==> config.mk <==
export PLATFORM = sky130hd
export DESIGN_NAME = jump_resolve_unit
export DESIGN_NICKNAME = d
export VERILOG_FILES = /design/src/rtl/jump_resolve_unit_pkg.sv /design/src/rtl/jump_resolve_unit_ras_stack.sv /design/src/rtl/jump_resolve_unit.sv
export SDC_FILE = /design/constraint.sdc
export NUM_CORES = 1
export LEC_CHECK = 0
export CAP_MARGIN = 10
export CORE_ASPECT_RATIO = 0.6
export CORE_MARGIN = 5
export CORE_UTILIZATION = 56
export DETAILED_ROUTE_END_ITERATION = 8
export PLACE_DENSITY = 0.87
export SYNTH_ARGS = -nofsm -noshare
export SYNTH_HDL_FRONTEND = slang
export SYNTH_SLANG_ARGS = --single-unit
export TNS_END_PERCENT = 1
==> constraint.sdc <==
create_clock -name clk -period 15.1 [get_ports clk]
set_input_delay 3.02 -clock clk [delete_from_list [all_inputs] [get_ports clk]]
set_output_delay 3.02 -clock clk [all_outputs]
set_load 0.01 [all_outputs]
Run 1, clock wires, drivers and flops:
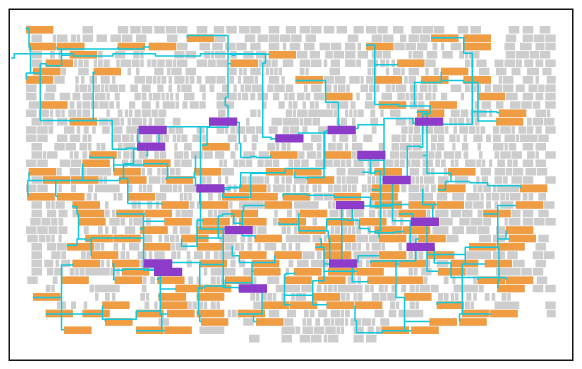
- purple: clock-net drivers (count 17)
- orange: flip-flops (count 167)
- cyan: clock wires (length 2,190 µm)
- routed clock nets: 18
- flops lie: all over the die
Late-Pin Clk Latency: 0.44 ns
Clock Power: 0.000450 W
clock share of power: 18.0%
final setup skew: 0.0127 ns

Run 1, clock wiring as the flow saved it:
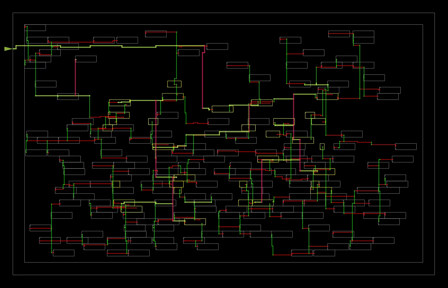
Seq cells: 167
# clk buffers: 17
# clock sinks: 167
total CTS buffers: 17

Run 1, M1 wires:
Supply wires on this layer in gray.
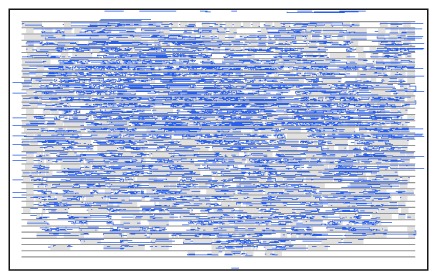
- longest straight run: 75.0 µm
- wire length on this layer: 14,400 µm
- share of all routed wire: 40%
- nets with wire on the layer: 1,383
via count: 10,000
Routed WL: 35,800 µm
met1 Use GR: 47.9%

==> impl_metrics.ini, run 1 <==
; flow metrics
[status]
status = finished, final reports clean

[finish]
final_cell_mix = 214 x clkdlybuf4s50_1, 192 x nor2_1, 175 x a21oi_1, 167 x dfrtp_1, 80 x nand2_1
seq_share_pct = 32.2
fillers = 1337
regArea_mm2 = 0.00418
largestClassByArea = multi-input combinational cells
diodes = 0
largest_reg_flops = 128
clkCellAreaFrac_pct = 4.66
buffer_area_share_pct = 17.3
num-multi-input-gates = 858
finalInstanceArea_mm2 = 0.0130

[synth]
largest_area_cell = dfrtp_1
synthCells = 1126
postSynthSeqShare_pct = 41.5
synth_flop_count = 167
yosys-stat-cells = 1126
mux_share_pct = 14.0
synthFlopType = dfrtp_1
ys_sh_simple_pct = 15.6
yosys.area_share.aoi_pct = 20.0
netlist_area_mm2 = 0.0101

[critical_path]
timing.critical_path.slowest_stage_cell = clkdlybuf4s50_1
crit_buf_inv = 2

[timing]
rsz0062_at_grt = false
fin_crit_ns = 8.31
hold_ws_ns = 0.507
timing.slew.headroom_pct = 30.1
fin_setup_tns_ns = 0

[detailed_routing]
drtIter0Drc = 1639
viasPerCell = 6.44
drcViolationCount = 0
highest_layer = met5

[global_route]
grtUsageMet3_pct = 14.6
antenna_found_initial = 2
grt_use_met2_pct = 47.9
overflow = 0
grt_usage_pct = 33.8
grt_pass1_vias = 9704

[clocking]
hold_buffers = 0
cts_setup_buffers = 0
cts_tree = done
cts-root-buf = clkbuf_16

[power_and_ir_drop]
seq_power_share_pct = 29.8
comb_power_share_pct = 52.2
top_power_group = combinational cells

[die]
pin_count = 216
die_x_um = 183
Run 1, drive-strength map:
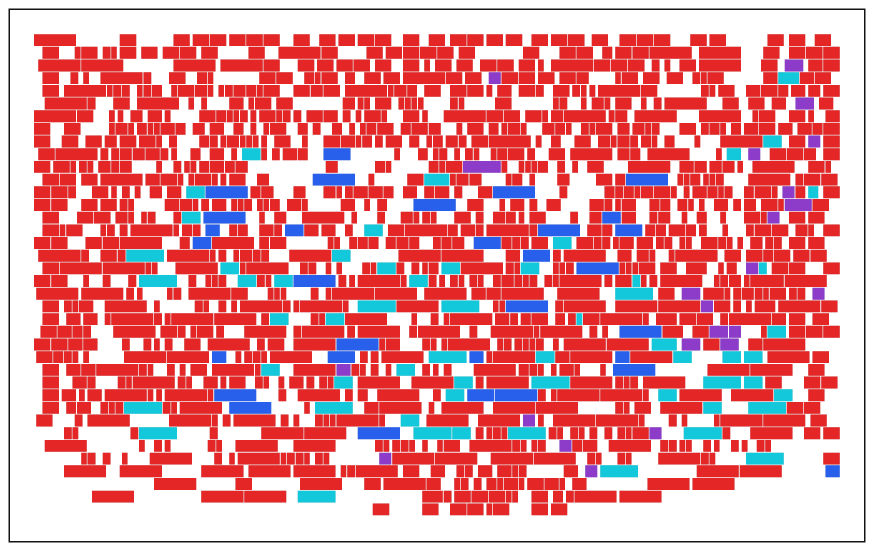

==> run 1 -> run 2 <==
Settings changed: CORE_UTILIZATION 56 to 47, PLACE_DENSITY 0.87 to 0.78.
Clock period 15.1 ns to 7 ns, I/O delays scaled along.
Run 2, drive-strength map:
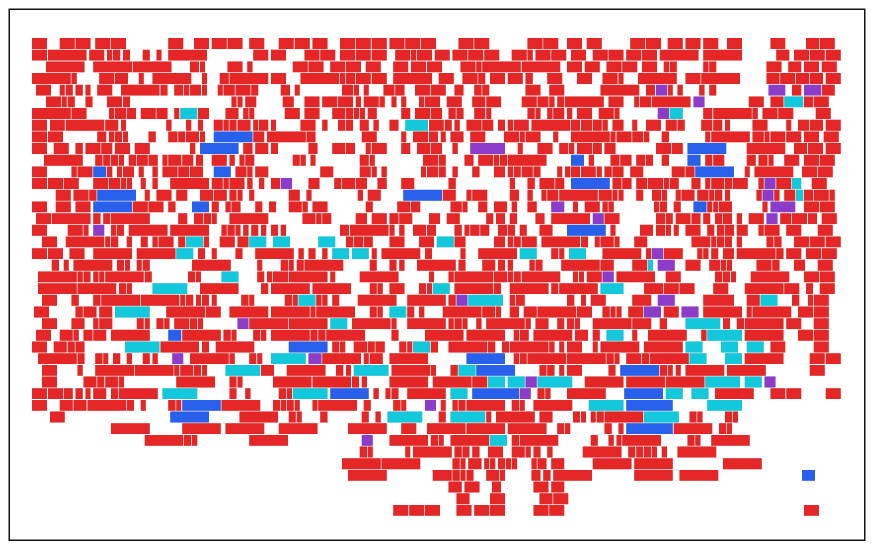
- red: x1 and smaller (cells 1,207; share 91%)
- cyan: x2 (cells 57; share 4.3%)
- purple: x3 and x4 (cells 29; share 2.2%)
- blue: x6 and larger (cells 28; share 2.1%)
Layout area overhead: 29.8%
PnR worst setup slack: 1.56 ns
final instance area: 0.0131 mm²

==> run 2 against run 1 <==
  * Core utilization is 10 points lower
  * First-iteration DRC count is 21% lower
  * Sequential cell count stayed put
  * Global-route usage is 4.0 points lower
  * Critical endpoint unchanged
  * Largest cell class unchanged
  * Highest routed layer unchanged
  * Largest power group unchanged
  * Final cell count is 2.8% higher
==> impl_metrics.ini, run 2 <==
; flow metrics
[power_and_ir_drop]
seq_power_share_pct = 29.2
clock_net_power_w = 0.00101
comb_power_share_pct = 52.5
top_power_group = combinational cells

[critical_path]
timing.critical_path.slowest_stage_cell = clkdlybuf4s50_1
crit_buf_inv = 2

[finish]
fillers = 1779
largestClassByArea = multi-input combinational cells
buffer_area_share_pct = 17.4
largest_reg_flops = 128
regArea_mm2 = 0.00418
diodes = 1
clkCellAreaFrac_pct = 4.73

[detailed_routing]
highest_layer = met5
viasPerCell = 6.19
drcViolationCount = 0

[synth]
yosys-stat-cells = 1126
postSynthSeqShare_pct = 41.5
mux_share_pct = 14.0
synthFlopType = dfrtp_1
largest_area_cell = dfrtp_1
ys_sh_simple_pct = 15.6
netlist_area_mm2 = 0.0101

[die]
die_x_um = 199

[clocking]
hold_buffers = 0
clkLatencyLatePin_ns = 0.44
cts_setup_buffers = 0
numClockSinks = 167
cts_buffers = 17

[status]
status = finished, final reports clean

[global_route]
antenna_found_initial = 3
grt_use_met2_pct = 41.0

[timing]
hold_ws_ns = 0.510
rsz0062_at_grt = false
skew_ns = 0.00687
fin_setup_tns_ns = 0
Run 2, M1 wires:
Supply wires on this layer in gray.
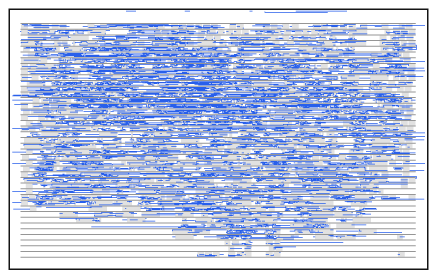
- nets with wire on the layer: 1,373
- share of all routed wire: 42%
- wire length on this layer: 15,600 µm
- main direction: horizontal
Routed WL: 36,900 µm
met1 Use GR: 43.4%
via count: 9,911

Power figures rest on the tool's default switching activity, not on a simulated workload.
